## config.mk

```make
export PLATFORM = sky130hd
export DESIGN_NAME = alu_arbiter_flat
export DESIGN_NICKNAME = d
export VERILOG_FILES = /design/src/rtl/alu_arbiter_if.sv /design/src/rtl/alu_arbiter.sv /design/src/flat_wrapper.sv
export SDC_FILE = /design/constraint.sdc
export NUM_CORES = 1
export LEC_CHECK = 0
export CAP_MARGIN = 20
export CORE_MARGIN = 3
export CORE_UTILIZATION = 55
export DETAILED_ROUTE_END_ITERATION = 12
export HOLD_SLACK_MARGIN = 0.05
export PLACE_DENSITY = 0.95
export SLEW_MARGIN = 20
export SYNTH_ARGS = -nofsm -noshare
export SYNTH_HDL_FRONTEND = slang
export SYNTH_SLANG_ARGS = --single-unit
```

## constraint.sdc

```tcl
create_clock -name clk -period 4.5 [get_ports clk]
set_clock_uncertainty 0.2 [all_clocks]
set_input_delay 1.35 -clock clk [delete_from_list [all_inputs] [get_ports clk]]
set_output_delay 1.35 -clock clk [all_outputs]
set_load 0.01 [all_outputs]
```

## src/rtl/alu_arbiter_if.sv

```systemverilog
// Request/response bundle between two ALU clients and the shared alu_arbiter.
// The master side is the pair of clients; the slave side is the arbiter.
interface alu_arbiter_if;
  logic       req0_valid;
  logic       req0_ready;
  logic [7:0] req0_a;
  logic [7:0] req0_b;
  logic [2:0] req0_op;
  logic       req1_valid;
  logic       req1_ready;
  logic [7:0] req1_a;
  logic [7:0] req1_b;
  logic [2:0] req1_op;
  logic       rsp0_valid;
  logic       rsp0_ready;
  logic       rsp1_valid;
  logic       rsp1_ready;
  logic [7:0] rsp_result;
  logic [3:0] rsp_flags;
  logic       rsp_err;
  logic       busy;
  logic [15:0] ops_done;

  modport master (
    output req0_valid, req0_a, req0_b, req0_op,
    output req1_valid, req1_a, req1_b, req1_op,
    output rsp0_ready, rsp1_ready,
    input  req0_ready, req1_ready, rsp0_valid, rsp1_valid,
    input  rsp_result, rsp_flags, rsp_err, busy, ops_done
  );

  modport slave (
    input  req0_valid, req0_a, req0_b, req0_op,
    input  req1_valid, req1_a, req1_b, req1_op,
    input  rsp0_ready, rsp1_ready,
    output req0_ready, req1_ready, rsp0_valid, rsp1_valid,
    output rsp_result, rsp_flags, rsp_err, busy, ops_done
  );
endinterface

```

## src/rtl/alu_arbiter.sv

```systemverilog
// Two-port arbiter that shares one combinational 8-bit ALU between two clients.
// Flags are {overflow, negative, carry/borrow, zero}; compare sets flags from a-b and returns 0.
module alu8bit (
  input  logic [7:0] a,
  input  logic [7:0] b,
  input  logic [2:0] op,
  output logic [7:0] result,
  output logic [3:0] flags,
  output logic       illegal
);
  logic [8:0] sum;
  logic [8:0] diff;
  logic [7:0] flag_src;
  logic       carry;
  logic       ovf;

  assign sum  = {1'b0, a} + {1'b0, b};
  assign diff = {1'b0, a} - {1'b0, b};

  // NOTE: every output gets a default first so no path through the case infers a latch.
  always_comb begin
    result   = 8'h00;
    flag_src = 8'h00;
    carry    = 1'b0;
    ovf      = 1'b0;
    illegal  = 1'b0;
    case (op)
      3'b000: begin
        result   = sum[7:0];
        flag_src = sum[7:0];
        carry    = sum[8];
        ovf      = (a[7] == b[7]) && (sum[7] != a[7]);
      end
      3'b001: begin
        result   = diff[7:0];
        flag_src = diff[7:0];
        carry    = diff[8];
        ovf      = (a[7] != b[7]) && (diff[7] != a[7]);
      end
      3'b010: begin
        result   = a & b;
        flag_src = a & b;
      end
      3'b011: begin
        result   = a | b;
        flag_src = a | b;
      end
      3'b100: begin
        result   = a ^ b;
        flag_src = a ^ b;
      end
      3'b101: begin
        flag_src = diff[7:0];
        carry    = diff[8];
        ovf      = (a[7] != b[7]) && (diff[7] != a[7]);
      end
      default: illegal = 1'b1;
    endcase
  end

  assign flags = illegal ? 4'h0 : {ovf, flag_src[7], carry, flag_src == 8'h00};
endmodule

module alu_arbiter #(
  parameter bit FAIR = 1'b1
) (
  input logic          clk,
  input logic          rst,
  alu_arbiter_if.slave bus
);
  typedef enum logic [1:0] {IDLE, EXEC, RESP} state_t;

  state_t      state;
  logic        last_grant;
  logic        grant;
  logic [7:0]  a_q;
  logic [7:0]  b_q;
  logic [2:0]  op_q;
  logic [7:0]  result_q;
  logic [3:0]  flags_q;
  logic        err_q;
  logic        rsp0_q;
  logic        rsp1_q;
  logic        busy_q;
  logic [15:0] ops_cnt;

  logic        win1;
  logic        take0;
  logic        take1;
  logic        done;
  logic [7:0]  alu_result;
  logic [3:0]  alu_flags;
  logic        alu_illegal;

  // Port 1 wins only if it is alone, or under fair contention when port 0 went last.
  assign win1  = bus.req1_valid && (!bus.req0_valid || (FAIR && !last_grant));
  assign take0 = (state == IDLE) && bus.req0_valid && !win1;
  assign take1 = (state == IDLE) && win1;
  assign done  = (state == RESP) && (grant ? bus.rsp1_ready : bus.rsp0_ready);

  alu8bit u_alu (
    .a       (a_q),
    .b       (b_q),
    .op      (op_q),
    .result  (alu_result),
    .flags   (alu_flags),
    .illegal (alu_illegal)
  );

  // NOTE: sequential state uses non-blocking assignments so every register samples pre-edge values.
  always_ff @(posedge clk or posedge rst) begin
    if (rst) begin
      state      <= IDLE;
      last_grant <= 1'b1;
      grant      <= 1'b0;
      a_q        <= 8'h00;
      b_q        <= 8'h00;
      op_q       <= 3'b000;
      result_q   <= 8'h00;
      flags_q    <= 4'h0;
      err_q      <= 1'b0;
      rsp0_q     <= 1'b0;
      rsp1_q     <= 1'b0;
      busy_q     <= 1'b0;
      ops_cnt    <= 16'h0000;
    end else begin
      case (state)
        IDLE: begin
          if (take0 || take1) begin
            a_q        <= take1 ? bus.req1_a  : bus.req0_a;
            b_q        <= take1 ? bus.req1_b  : bus.req0_b;
            op_q       <= take1 ? bus.req1_op : bus.req0_op;
            grant      <= take1;
            last_grant <= take1;
            busy_q     <= 1'b1;
            state      <= EXEC;
          end
        end
        EXEC: begin
          result_q <= alu_result;
          flags_q  <= alu_flags;
          err_q    <= alu_illegal;
          rsp0_q   <= !grant;
          rsp1_q   <= grant;
          state    <= RESP;
        end
        RESP: begin
          if (done) begin
            rsp0_q  <= 1'b0;
            rsp1_q  <= 1'b0;
            busy_q  <= 1'b0;
            ops_cnt <= ops_cnt + 16'd1;
            state   <= IDLE;
          end
        end
        default: state <= IDLE;
      endcase
    end
  end

  assign bus.req0_ready = take0;
  assign bus.req1_ready = take1;
  assign bus.rsp0_valid = rsp0_q;
  assign bus.rsp1_valid = rsp1_q;
  assign bus.rsp_result = result_q;
  assign bus.rsp_flags  = flags_q;
  assign bus.rsp_err    = err_q;
  assign bus.busy       = busy_q;
  assign bus.ops_done   = ops_cnt;
endmodule

```

## src/flat_wrapper.sv

```systemverilog
// flat-port wrapper written by rule: the top's interface ports become plain ports
module alu_arbiter_flat 
#(
  parameter bit FAIR = 1'b1
)
  (clk, rst, bus_req0_valid, bus_req0_a, bus_req0_b, bus_req0_op, bus_req1_valid, bus_req1_a, bus_req1_b, bus_req1_op, bus_rsp0_ready, bus_rsp1_ready, bus_req0_ready, bus_req1_ready, bus_rsp0_valid, bus_rsp1_valid, bus_rsp_result, bus_rsp_flags, bus_rsp_err, bus_busy, bus_ops_done);
  alu_arbiter_if bus_i ();
  input logic clk;
  input logic rst;
  input wire logic [$bits(bus_i.req0_valid)-1:0] bus_req0_valid;
  input wire logic [$bits(bus_i.req0_a)-1:0] bus_req0_a;
  input wire logic [$bits(bus_i.req0_b)-1:0] bus_req0_b;
  input wire logic [$bits(bus_i.req0_op)-1:0] bus_req0_op;
  input wire logic [$bits(bus_i.req1_valid)-1:0] bus_req1_valid;
  input wire logic [$bits(bus_i.req1_a)-1:0] bus_req1_a;
  input wire logic [$bits(bus_i.req1_b)-1:0] bus_req1_b;
  input wire logic [$bits(bus_i.req1_op)-1:0] bus_req1_op;
  input wire logic [$bits(bus_i.rsp0_ready)-1:0] bus_rsp0_ready;
  input wire logic [$bits(bus_i.rsp1_ready)-1:0] bus_rsp1_ready;
  output wire logic [$bits(bus_i.req0_ready)-1:0] bus_req0_ready;
  output wire logic [$bits(bus_i.req1_ready)-1:0] bus_req1_ready;
  output wire logic [$bits(bus_i.rsp0_valid)-1:0] bus_rsp0_valid;
  output wire logic [$bits(bus_i.rsp1_valid)-1:0] bus_rsp1_valid;
  output wire logic [$bits(bus_i.rsp_result)-1:0] bus_rsp_result;
  output wire logic [$bits(bus_i.rsp_flags)-1:0] bus_rsp_flags;
  output wire logic [$bits(bus_i.rsp_err)-1:0] bus_rsp_err;
  output wire logic [$bits(bus_i.busy)-1:0] bus_busy;
  output wire logic [$bits(bus_i.ops_done)-1:0] bus_ops_done;
  assign bus_i.req0_valid = bus_req0_valid;
  assign bus_i.req0_a = bus_req0_a;
  assign bus_i.req0_b = bus_req0_b;
  assign bus_i.req0_op = bus_req0_op;
  assign bus_i.req1_valid = bus_req1_valid;
  assign bus_i.req1_a = bus_req1_a;
  assign bus_i.req1_b = bus_req1_b;
  assign bus_i.req1_op = bus_req1_op;
  assign bus_i.rsp0_ready = bus_rsp0_ready;
  assign bus_i.rsp1_ready = bus_rsp1_ready;
  assign bus_req0_ready = bus_i.req0_ready;
  assign bus_req1_ready = bus_i.req1_ready;
  assign bus_rsp0_valid = bus_i.rsp0_valid;
  assign bus_rsp1_valid = bus_i.rsp1_valid;
  assign bus_rsp_result = bus_i.rsp_result;
  assign bus_rsp_flags = bus_i.rsp_flags;
  assign bus_rsp_err = bus_i.rsp_err;
  assign bus_busy = bus_i.busy;
  assign bus_ops_done = bus_i.ops_done;
  alu_arbiter #(.FAIR(FAIR)) u_core (.clk(clk), .rst(rst), .bus(bus_i));
endmodule
```

==> reports/metrics.yaml, run 1 <==
finish:
  drive_gt1_frac: 0.0533
  fill_cells: 446
  lay_top_cells: "clkdlybuf4s50_1 (77), dfrtp_1 (54), nor2_1 (53)"
grt:
  grt_pass1_wl_um: 14600
drt:
  vias_per_cell: 5.85
setup_path:
  slowest_delay_ps: 530
  critPathKind: "in -> out"
outcome:
  status: "completed"
clock_tree:
  cts-buffers-inserted: 5
  ctsHoldBuffers: 0
logic_synthesis:
  syn_nets: 471
  ys.warnings.count: 0
  async_flop_share: 1.00
  ys_sh_simple: 0.183
  syn_area_mm2: 0.00353
  synth.avg_cell_area_um2: 8.84
  ys_chip_area_mm2: 0.00353
floorplan:
  die_area_mm2: 0.00742
placement:
  gp_congestion: 0.962
  dp_slack_ps: 291
timing:
  final.setup.worst_slack_ps: 279
  finalSetupViolCount: 0
  finalMaxSlewViolations: 0
pwr:
  switching_share: 0.480
==> run 1: power groups by stage <==
stage / sequential [mW] / clock (mW) / combinational, mW
floorplan: 0.840 / 0 / 1.46
global placement: 0.888 / 0 / 1.84
detailed placement: 0.908 / 0 / 1.92
CTS: 0.896 / 0.301 / 1.94
global route: 0.934 / 0.318 / 2.19
finish: 0.900 / 0.297 / 1.96
==> run 1: through the flow <==
stage / instance area (µm²) / hold slack [ps] / std cells
after floorplan: 3530 / 294 / 400
after global placement: 4340 / 260 / 536
after detailed placement: 4340 / 264 / 536
after CTS: 4430 / 285 / 544
after global routing: 4430 / 308 / 544
final: 4430 / 284 / 544
==> run 1: worst paths after layout <==
path	startpoint	to	slack [ps]	depth (start not counted)
setup / recovery	bus_req0_valid	bus_req1_ready	280	5
max in group asynchronous	rst	u_core.bus.rsp_result[5]$_DFFE_PP0P_	2240	2
min in group asynchronous	rst	u_core.a_q[0]$_DFFE_PP0P_	1310	2
setup reg to reg	u_core.b_q[0]$_DFFE_PP0P_	u_core.bus.rsp_flags[0]$_DFFE_PP0P_	1540	8
hold reg to reg	u_core.bus.ops_done[15]$_DFFE_PP0P_	u_core.bus.ops_done[15]$_DFFE_PP0P_	280	1
hold / removal	u_core.bus.ops_done[15]$_DFFE_PP0P_	u_core.bus.ops_done[15]$_DFFE_PP0P_	280	1
==> run 1: per-layer routing <==
| metal | track usage | vias to the layer above | share of wire |
|---|---|---|---|
| met5 | 0 | - | 0 |
| met4 | 0.0849 | 0 | 0.017 |
| met3 | 0.0355 | 15 | 0.066 |
| met2 | 0.408 | 148 | 0.49 |
| met1 | 0.319 | 1484 | 0.42 |
| li1 | - | 1534 | - |
==> run 1: synthesized netlist by cell type, types with 3 or more instances <==
cell      instances
a22oi_1           5
a211o_1           3
a21o_1            4
nor3_1            7
o22ai_1          26
xor2_1            5
o21ai_0          15
or4_1             4
inv_1            31
ha_1             25
buf_2             6
nand2_1          32
nor2_1           53
mux2_2            3
o211ai_1          3
nand4_1           5
o21bai_1          6
a21oi_1          17
xnor2_1          16
dfrtp_1          54
o21a_1            5
a31oi_1           6
nand3b_1          5
nor2b_1           7
nand3_1          10
clkbuf_1         11
nand2b_1          6
==> run 1: area by class of cell <==
type                       count  area, µm²  share of cell area
inverter                      31        118              0.0265
multi-input combinational    295       1950               0.441
clock inverter                 3       27.5             0.00621
timing repair buffer          80        793               0.179
clock buffer                   5       68.8              0.0155
tap                           75       93.8              0.0212
sequential                    55       1380               0.311
==> run 1: logic make-up after synthesis <==
kind of cell | count (synthesis)
buf+inv | 50
compound gates | 107
simple gates | 137
flops | 55
mux | 3
fa+ha+maj | 27
xor+xnor | 21
==> run 1: registers in the layout, summed over array words and instances (netlist names), 2 cells and up <==
register / count
u_core.op_q: 3
u_core.bus.rsp_result: 8
u_core.bus.rsp_flags: 4
u_core.state: 2
u_core.b_q: 8
u_core.bus.ops_done: 16
u_core.a_q: 8
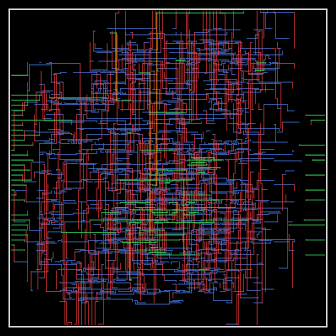
Fig. 1. Metal layers overlaid (run 1).
layer	colour	wire length
M3	green	569 µm
M1	blue	3,630 µm
M4	orange	146 µm
M2	red	4,220 µm
via count: 3,181
final wirelength: 8560 µm
drt wl/cell: 15.7 µm
Total GRT Usage: 0.243

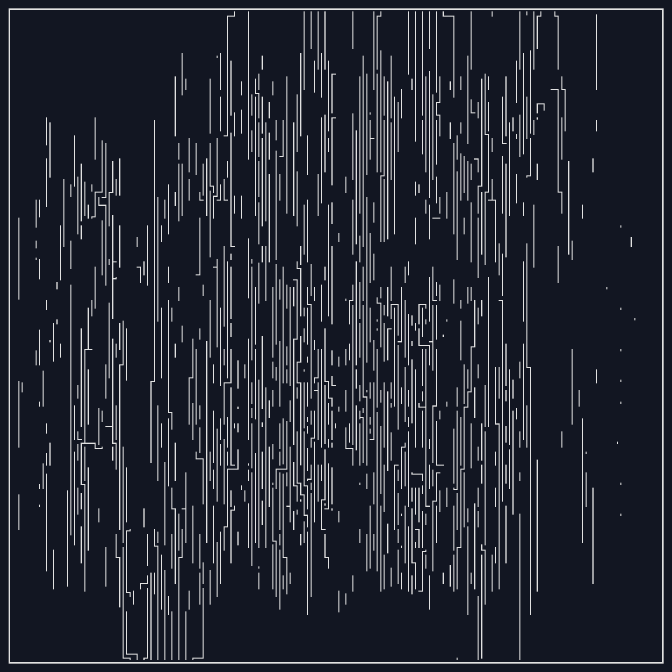
Fig. 2. Met2 routing (run 1).
main direction	vertical
wire length on this layer	4,220 µm
longest straight run	34.5 µm
share of all routed wire	49%
nets with wire on the layer	437
met2 Track Usage GR: 0.408

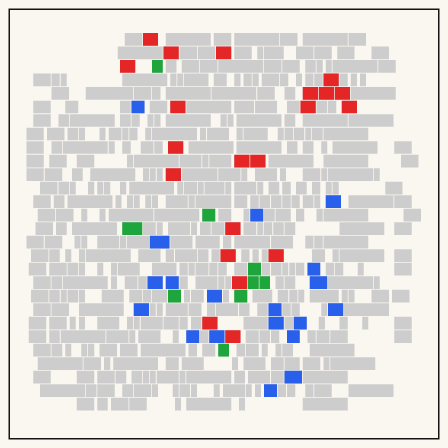
Fig. 3. Logic cells by family (run 1).
family	colour	cells
non-inverting ao/oa cells	blue	19
xor and xnor cells	red	21
and/or cells	green	9
highest-count logic cell in the final layout: clkdlybuf4s50_1
logic share of the area: 0.441
non-filler instance count after layout: 544

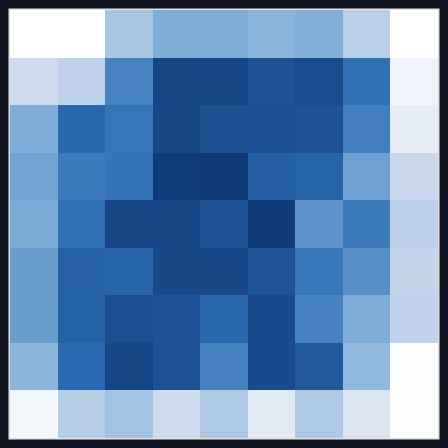
Fig. 4. Cell density map (run 1).
9 x 9 tiles, from white (low) to dark blue (high), 0 to 100% covered.
mean over tiles	58%
fullest tile	96%
nearly empty tiles	6.2%
Initial Util: 0.583
Final Util: 0.731

==> run 2, diff against run 1 <==
Settings changed: SLEW_MARGIN 20 to unset.
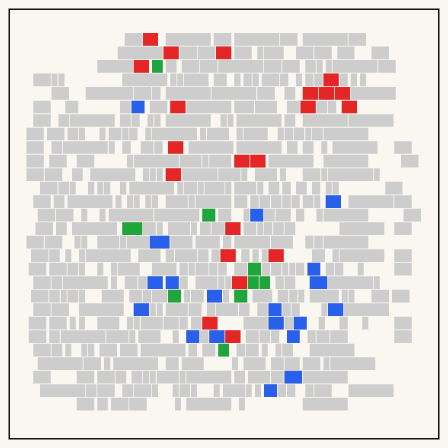
Fig. 5. Logic cells by family (run 2).
family	colour	cells
and/or cells	green	9
non-inverting ao/oa cells	blue	19
xor and xnor cells	red	21
non-filler instance count after layout: 545
logic share of the area: 0.439

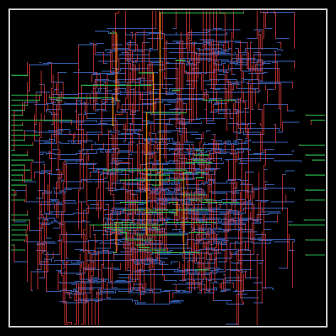
Fig. 6. Metal layers overlaid (run 2).
layer	colour	wire length
M2	red	4,200 µm
M1	blue	3,660 µm
M4	orange	150 µm
M3	green	536 µm
drt wl/cell: 15.7 µm
final wirelength: 8550 µm

==> run 2 against run 1 <==
  * Worst hold slack got worse by 1.3 ps
  * Routed wire length hardly changed
  * Fmax hardly changed
  * Critical endpoint unchanged
  * Largest power group unchanged
  * Highest routed layer unchanged
==> reports/metrics.yaml, run 2 <==
logic_synthesis:
  synth.distinct_cells: 49
  top_cell_area_share: 0.382
  top_cells_by_count: "dfrtp_1 (54), nor2_1 (53), nand2_1 (32), inv_1 (31), o22ai_1 (26)"
  synth.avg_cell_area_um2: 8.84
  topCellsByArea: "dfrtp_1 (38%), ha_1 (8.8%), nor2_1 (5.6%)"
  syn_area_mm2: 0.00353
  ys.warnings.count: 0
  async_flop_share: 1.00
  ys_chip_area_mm2: 0.00353
  most_common_cell: "dfrtp_1"
  synth-edff-count: 0
  syn_nets: 471
clock_tree:
  cts-buffers-inserted: 5
  clkTransAtPathRegs_ps: 110
  cts_sinks: 55
  ctsHoldBuffers: 0
  cts.repair.resized: 0
placement:
  gp_congestion: 0.962
  placedCellCount: 536
timing:
  tightest_slew_ps: 968
  finalHoldViolCount: 0
  finalMaxSlewViolations: 0
  finalSetupViolCount: 0
  finalSetupTns_ps: 0
grt:
  use_met2: 0.408
  grt_pass1_wl_um: 14600
  grtUsageMet3: 0.0355
  grt_util_all_layers: 0.243
  grt.busiest_layer: "met2"
  grtUsageMet1: 0.319
floorplan:
  rows: 28
  die_area_mm2: 0.00742
  fp-utilization: 0.583
  core-area_mm2: 0.00606
drt:
  vias_per_cell: 5.78
  via_count: 3152
finish:
  final_common_cell: "clkdlybuf4s50_1"
  lay_top_cells: "clkdlybuf4s50_1 (77), dfrtp_1 (54), nor2_1 (53)"
  drive_gt1_frac: 0.0553
  largest_register_ffs: 16
  fill_cells: 445
setup_path:
  r2r_start: "u_core.b_q[0]$_DFFE_PP0P_"
  startpoint: "bus_req0_valid"
  critPathKind: "in -> out"
outcome:
  status: "completed"
min_path:
  hold_path_startpoint: "u_core.bus.ops_done[15]$_DFFE_PP0P_"
pwr:
  total_power_mw: 3.16
run:
  cap_violations: 0
==> run 2: layer usage <==
metal  part of all wire  up-vias  routed length, µm
li1                   -     1535                  -
met1               0.43     1471               3660
met2               0.49      127               4200
met3              0.063       19                536
met4              0.018        0                150
met5                  0        -                  0
==> run 2: per-stage QoR <==
step | setup slack [ps] | hold WS (ps) | instance area (µm²) | util
4_1_cts | 275 | 285 | 4430 | 0.731
2_1_floorplan | 1070 | 294 | 3530 | -
3_3_place_gp | 313 | 260 | 4340 | 0.715
5_1_grt | 221 | 308 | 4450 | 0.735
6_report | 280 | 283 | 4450 | 0.735
3_5_place_dp | 291 | 264 | 4340 | 0.715
==> run 2: kinds of logic after synthesis <==
family,after synthesis,share of synthesized area
xor gates and xnor gates,21,0.0520
adders and majority gates,27,0.0998
AOI/OAI and AO/OA,107,0.208
buffers and inverters,50,0.0573
muxes,3,0.00956
DFF,55,0.390
and+or+nand+nor,137,0.183
==> run 2: cell type report <==
class                   instances  area [µm²]  area share
inverters                      31         116      0.0261
flip-flops and latches         55        1380       0.309
clock inverters                 3        27.5     0.00618
repair buffers                 81         813       0.183
multi-input cells             295        1950       0.439
clock buffers                   5        68.8      0.0155
well taps                      75        93.8      0.0211
==> run 2: report_power, final <==
| part | switching, mW | leakage [nW] | total [mW] | internal, mW |
|---|---|---|---|---|
| Sequential | 0.229 | 0.669 | 0.899 | 0.670 |
| Clock | 0.183 | 0.0467 | 0.299 | 0.116 |
| Combinational | 1.11 | 1.25 | 1.97 | 0.859 |
| Total | 1.52 | 1.97 | 3.16 | 1.64 |
==> run 2: critical path: stages <==
cell	delay [ps]
clkdlybuf4s50_1	480
nand2_1	100
nand3_1	110
inv_1	90
clkdlybuf4s50_1	530
==> run 2: worst paths after layout <==
check	end	slack, ps	depth (start not counted)
max reg2reg	u_core.bus.rsp_flags[0]$_DFFE_PP0P_	1530	8
max in group asynchronous	u_core.bus.rsp_result[5]$_DFFE_PP0P_	2440	3
max	bus_req1_ready	280	5
min reg2reg	u_core.bus.ops_done[15]$_DFFE_PP0P_	280	1
min in group asynchronous	u_core.a_q[3]$_DFFE_PP0P_	1130	2
min	u_core.bus.ops_done[15]$_DFFE_PP0P_	280	1
==> run 3, diff against run 2 <==
Settings changed: SETUP_SLACK_MARGIN set to 0.2.
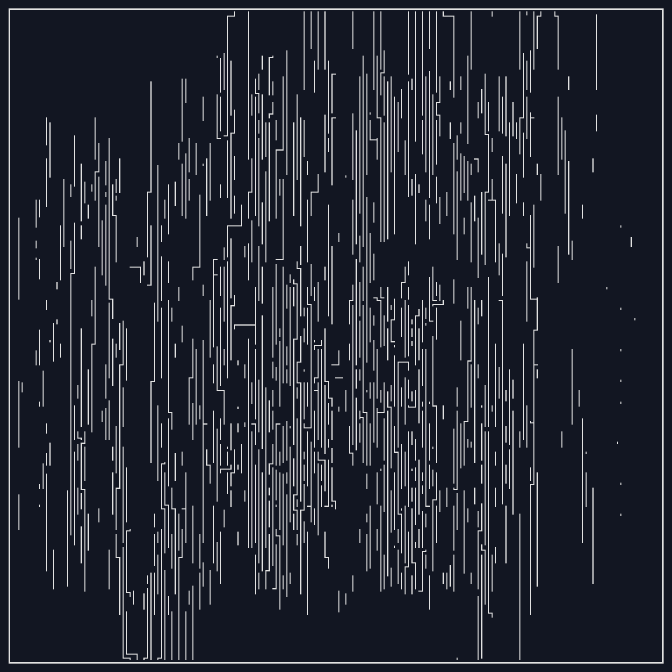
Fig. 7. Met2 routing (run 3).
longest straight run	34.5 µm
share of all routed wire	49%
nets with wire on the layer	437
wire length on this layer	4,200 µm
via count: 3,152

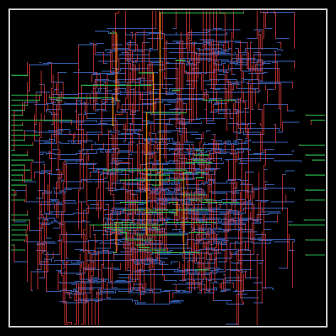
Fig. 8. Metal layers overlaid (run 3).
layer	colour	wire length
M1	blue	3,660 µm
M3	green	536 µm
M2	red	4,200 µm
M4	orange	150 µm

==> run 3 against run 2 <==
  * Worst hold slack unchanged
  * Sequential power hardly changed
  * Final cell count stayed put
  * Area after synthesis is the same
==> reports/metrics.yaml, run 3 <==
logic_synthesis:
  ys_sh_adder: 0.0998
  topCellsByArea: "dfrtp_1 (38%), ha_1 (8.8%), nor2_1 (5.6%)"
  synthTopLogicFamily: "AND-OR/OR-AND gates"
  syn_nets: 471
  aoi_share: 0.208
  synth.avg_cell_area_um2: 8.84
  ys.warnings.count: 0
  ys_chip_area_mm2: 0.00353
  most_common_cell: "dfrtp_1"
  syn_area_mm2: 0.00353
  ys_sh_simple: 0.183
  top_cell_area_share: 0.382
  synth-edff-count: 0
  top_cells_by_count: "dfrtp_1 (54), nor2_1 (53), nand2_1 (32), inv_1 (31), o22ai_1 (26)"
min_path:
  hold_depth: 1
  hold_path_startpoint: "u_core.bus.ops_done[15]$_DFFE_PP0P_"
  holdPathEnd: "u_core.bus.ops_done[15]$_DFFE_PP0P_"
  hold_path.class: "reg -> reg"
run:
  cap_violations: 0
finish:
  layout.area.comb_mm2: 0.00195
  largest_register_ffs: 16
  lay_top_cells: "clkdlybuf4s50_1 (77), dfrtp_1 (54), nor2_1 (53)"
  final_common_cell: "clkdlybuf4s50_1"
  drive_gt1_frac: 0.0553
  postLayoutCoreUtil: 0.735
  fill_cells: 445
clock_tree:
  clkTransAtPathRegs_ps: 110
  cts-buffers-inserted: 5
timing:
  finalSetupViolCount: 0
  finalMaxSlewViolations: 0
  tightest_slew_ps: 968
  finalSetupTns_ps: 0
drt:
  vias_per_cell: 5.78
  wirelength_um: 8550
outcome:
  status: "completed"
setup_path:
  critPathKind: "in -> out"
  rrSetupSlack_ps: 1530
  r2r-end: "u_core.bus.rsp_flags[0]$_DFFE_PP0P_"
  r2r_start: "u_core.b_q[0]$_DFFE_PP0P_"
grt:
  grt_pass1_wl_um: 14600
  grt_util_all_layers: 0.243
floorplan:
  core-area_mm2: 0.00606
  fp-utilization: 0.583
pwr:
  total_power_mw: 3.16
[run 3: cell counts in the layout (fill, tap and decap cells not counted)]
No cell type changed its count.
[run 3: worst max path at each step]
stage               slack [ps]            from        endpoint  cells past startpoint
finish                     280  bus_req0_valid  bus_req1_ready                      5
detailed placement         290  bus_req0_valid  bus_req1_ready                      5
CTS                        270  bus_req0_valid  bus_req1_ready                      5
floorplan                 1070  bus_req0_valid  bus_req1_ready                      4
global route               220  bus_req0_valid  bus_req1_ready                      5
global placement           310  bus_req0_valid  bus_req1_ready                      5
[run 3: cells by family (layout without fill, tap and decap cells)]
| logic type | Yosys count | count (layout) |
|---|---|---|
| AND-OR/OR-AND | 107 | 107 |
| AND/OR/NAND/NOR | 137 | 137 |
| multiplexers | 3 | 3 |
| buffers and inverters | 50 | 120 |
| flip-flops | 55 | 55 |
| adder cells (fa/ha/maj) | 27 | 27 |
| XOR/XNOR | 21 | 21 |
[run 3: metrics by stage]
| stage | worst slack, ps | cell area [µm²] | hold slack (ps) | std cells |
|---|---|---|---|---|
| finish | 280 | 4450 | 283 | 545 |
| global route | 221 | 4450 | 308 | 545 |
| detailed placement | 291 | 4340 | 264 | 536 |
| floorplan | 1070 | 3530 | 294 | 400 |
| global placement | 313 | 4340 | 260 | 536 |
| CTS | 275 | 4430 | 285 | 544 |
[run 3: power breakdown]
| group | switching (mW) | internal [mW] | total, mW |
|---|---|---|---|
| Combinational | 1.11 | 0.859 | 1.97 |
| Sequential | 0.229 | 0.670 | 0.899 |
| Clock | 0.183 | 0.116 | 0.299 |
| Total | 1.52 | 1.64 | 3.16 |
[run 3: cell type report]
class / instances / share of cell area
Tap cell: 75 / 0.0211
Timing Repair Buffer: 81 / 0.183
Clock buffer: 5 / 0.0155
Sequential cell: 55 / 0.309
Inverter: 31 / 0.0261
Multi-Input combinational cell: 295 / 0.439
Clock inverter: 3 / 0.00618
[run 3: per-layer routing]
layer / GRT usage / wire (µm)
met1: 0.319 / 3660
met2: 0.408 / 4200
met3: 0.0355 / 536
met4: 0.0849 / 150
met5: 0 / 0
[run 3: worst max-delay path: stages]
cell             delay [ps]
clkdlybuf4s50_1         480
nand2_1                 100
nand3_1                 110
inv_1                    90
clkdlybuf4s50_1         530
Power is estimated from default activity; no workload was simulated.
